===== src/rtl/tdm_demux.sv =====
// Word-interleaved TDM receiver: deserializes frames into a shadow buffer and publishes them whole.
// Optional per-word even-parity checking is enabled by defining TDM_DEMUX_PARITY_EN.
module tdm_demux #(
    parameter int WIDTH    = 16,
    parameter int CHANNELS = 4
) (
    input  logic                      clk,
    input  logic                      reset,
    input  logic                      in_valid,
    input  logic                      in_sync,
    input  logic [WIDTH-1:0]          in_data,
`ifdef TDM_DEMUX_PARITY_EN
    input  logic                      in_parity,
`endif
    output logic [CHANNELS*WIDTH-1:0] out_data,
    output logic                      out_valid,
    output logic                      out_frame_err
`ifdef TDM_DEMUX_PARITY_EN
    , output logic                    out_parity_err
`endif
);

    localparam int CW = $clog2(CHANNELS);
    localparam logic [CW-1:0] LAST = CW'(CHANNELS - 1);

    typedef enum logic {HUNT, RECV} state_t;

    state_t                         state;
    logic [CW-1:0]                  ch;
    logic [CHANNELS-1:0][WIDTH-1:0] shadow;
    logic [CHANNELS-1:0][WIDTH-1:0] frame;
    logic [CHANNELS-1:0][WIDTH-1:0] pub;

`ifdef TDM_DEMUX_PARITY_EN
    logic word_bad;
    logic bad;
    assign word_bad = ^{in_data, in_parity};
`endif

    // Shadow with the current word merged in, so the last word publishes on its own edge.
    always_comb begin
        frame     = shadow;
        frame[ch] = in_data;
    end

    assign out_data = pub;

    always_ff @(posedge clk or posedge reset) begin
        if (reset) begin
            state         <= HUNT;
            ch            <= '0;
            shadow        <= '0;
            pub           <= '0;
            out_valid     <= 1'b0;
            out_frame_err <= 1'b0;
`ifdef TDM_DEMUX_PARITY_EN
            out_parity_err <= 1'b0;
            bad            <= 1'b0;
`endif
        end else begin
            out_valid     <= 1'b0;
            out_frame_err <= 1'b0;
`ifdef TDM_DEMUX_PARITY_EN
            out_parity_err <= 1'b0;
`endif
            if (in_valid) begin
                if (in_sync) begin
                    // Early sync abandons the partial frame but realigns on this word.
                    if (state == RECV && ch != '0)
                        out_frame_err <= 1'b1;
                    shadow[0] <= in_data;
                    ch        <= CW'(1);
                    state     <= RECV;
`ifdef TDM_DEMUX_PARITY_EN
                    bad       <= word_bad;
`endif
                end else if (state == RECV) begin
                    if (ch == '0) begin
                        out_frame_err <= 1'b1;
                        state         <= HUNT;
                    end else begin
                        shadow[ch] <= in_data;
`ifdef TDM_DEMUX_PARITY_EN
                        bad        <= bad | word_bad;
`endif
                        if (ch == LAST) begin
                            ch <= '0;
`ifdef TDM_DEMUX_PARITY_EN
                            if (bad | word_bad) begin
                                out_parity_err <= 1'b1;
                            end else begin
                                pub       <= frame;
                                out_valid <= 1'b1;
                            end
`else
                            pub       <= frame;
                            out_valid <= 1'b1;
`endif
                        end else begin
                            ch <= ch + 1'b1;
                        end
                    end
                end
            end
        end
    end

endmodule


===== config.mk =====
export PLATFORM = sky130hd
export DESIGN_NAME = tdm_demux
export DESIGN_NICKNAME = d
export VERILOG_FILES = /design/src/rtl/tdm_demux.sv
export SDC_FILE = /design/constraint.sdc
export NUM_CORES = 1
export LEC_CHECK = 0
export CORE_ASPECT_RATIO = 1.25
export CORE_MARGIN = 2
export CORE_UTILIZATION = 40
export DETAILED_ROUTE_END_ITERATION = 16
export SYNTH_ARGS = -nofsm -noshare
export SYNTH_HDL_FRONTEND = slang
export SYNTH_SLANG_ARGS = --single-unit

===== constraint.sdc =====
create_clock -name clk -period 4.8 [get_ports clk]
set_input_delay 0.48 -clock clk [delete_from_list [all_inputs] [get_ports clk]]
set_output_delay 0.48 -clock clk [all_outputs]
set_load 0.05 [all_outputs]

Figure 1. Sequential cells coloured by netlist name.
Bar = 20 um. Other sequential cells in the stronger grey, the rest of the logic in the fainter grey.
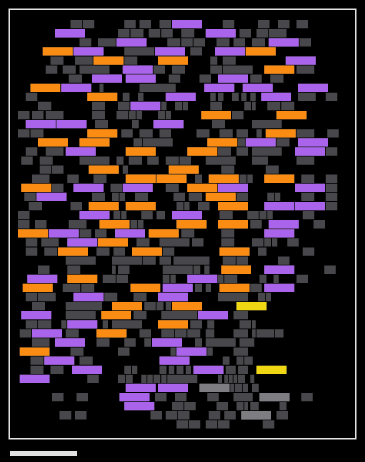
netlist name	colour	placed flops
`out_data`	purple	64
`ch`	yellow	2
`shadow`	orange	48
not coloured	3
Power Sequential: 1.69 mW
core occupancy in the finished layout: 53.77%
register area: 0.002928 mm2
proportion of cell area occupied by registers: 45.19%

Figure 2. Routing congestion map.
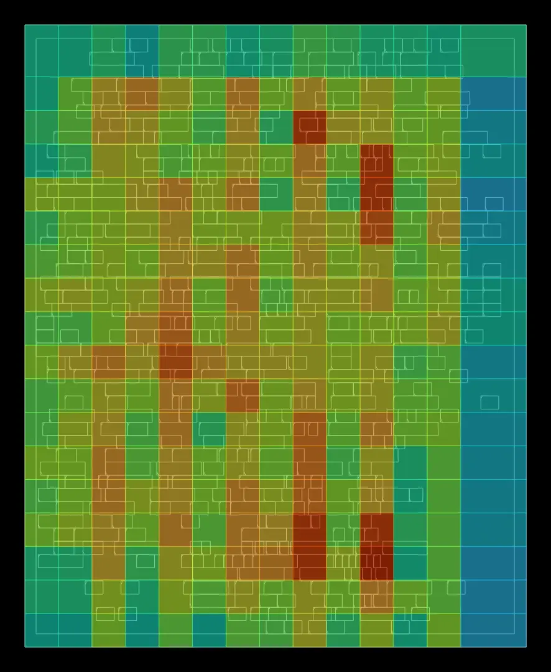
Global Route met3 Usage: 5.016%
routed len/inst: 17.69 um
all-layer global routing usage: 17.60%
most heavily used metal layer in global routing: met2
met2 layer usage reported by global route: 28.19%

Figure 3. Metal layers overlaid.
Bar = 20 um. Only two layers are drawn.
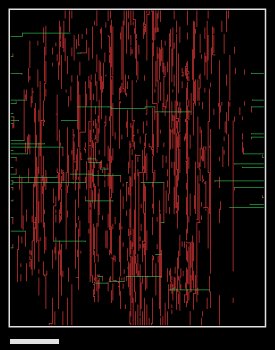
layer	colour	wire length
M2	red	5500 um
M3	green	426 um
wire length reported by the detailed router: 10740 um
overall via count from detail_route: 3114

Figure 4. Cell area per tile.
The die is cut into 10 by 13 equal tiles; black is low, pale yellow is high, 0 to 100% covered.
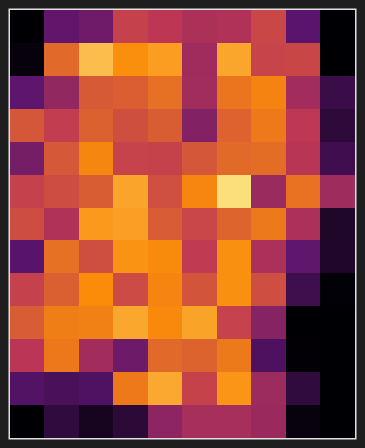
mean over tiles	48%
fullest tile	93%
tiles over 75% full	12%

Figure 5. Cells coloured by class.
Bar = 20 um. Fill, decap, tap and diode cells in grey.
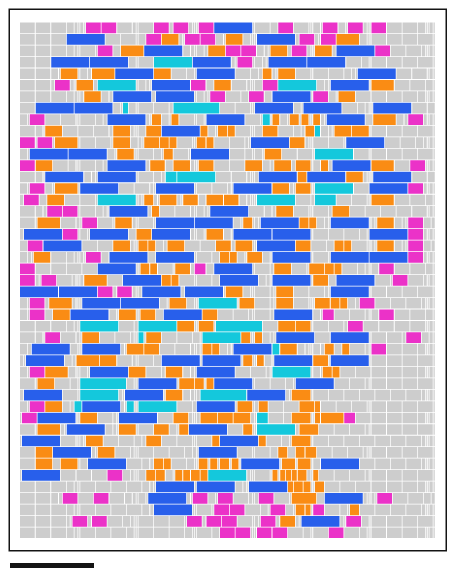
class	colour	cells
sequential cells	blue	117
remaining buffers and delay cells	magenta	89
clock drivers and dummy loads	cyan	31
remaining logic cells	orange	206
floorplan core area: 0.01205 mm2
fin area: 0.006479 mm2
cell row count: 45

==> run notes <==
Figures from the flow reports.

Timing:
- The run gives the minimum hold slack as 0.4998 ns.

Setup path:
- Walking the worst path, the cells encountered are inv_1, ha_1, and4bb_4, buf_4, nand2_2, mux2_2.
- The launch point of the critical path was reported as ch[0].
- STA classifies the critical path endpoint as a flop.
- STA lists the endpoint of the worst register-to-register path as shadow[23].
- On the critical path, the stage with the largest delay is an instance of buf_4.

CTS:
- Per the CTS log, the root buffer master is clkbuf_16.
- After clock tree synthesis, the repair step resized 0 gates.
- The run puts the total CTS buffers at 17.
- No sink is reached through more buffers than the 2 on the longest clock path.

Run status:
- The run finished with clean final reports.

Run:
- The run puts the max-capacitance violation count at 0.

Detailed routing:
- The run puts the remaining routing DRC violations at 0.

Floorplan:
- The run gives the initial core utilization as 40.83%.
- The run puts the number of tap cells added at floorplan at 164.

Worst hold path:
- STA shows the worst min-delay path finishing at out_data[61].

Power:
- The design draws 5.359 mW.

Cells and area:
- In the layout the commonest cells are 117 x dfrtp_1, 85 x clkdlybuf4s50_1, 65 x mux2_2, 33 x mux2i_1.
- Relative to the synthesized area, the layout overhead comes to 31.69%.

Synthesis:
- The run gives the yosys-reported design area after synthesis as 0.004920 mm2.
- The run gives the net count after synthesis as 373.

Place:
- Note, the detailed placer reported a final HPWL of 6716 um.

Global route:
- The initial antenna violation count is 0.
[kinds of logic (layout without fill, tap and decap cells)]
logic type	after synthesis	in the layout	synth area share (%)
flops	117	117	59.51
buf+inv	29	124	3.103
fa+ha+maj	5	5	1.272
simple gates	15	15	1.806
mux	113	113	26.17
compound gates	69	69	8.138
[synthesized netlist by cell type]
master and n:
o21ai_0 1, nor2b_1 2, mux2i_1 33, buf_2 14
a32o_1 1, dfrtp_1 117, buf_6 3, a31oi_1 32
a22o_1 1, nand2_2 3, nand2b_1 1, clkbuf_1 7
a21o_1 1, and3_1 2, buf_4 1, a21oi_1 32
inv_1 4, mux2_4 15, nand2_1 5, and4bb_4 1
ha_1 5, nor2_1 1, o21ai_2 1, mux2_2 65
Power is estimated from default activity; no workload was simulated.
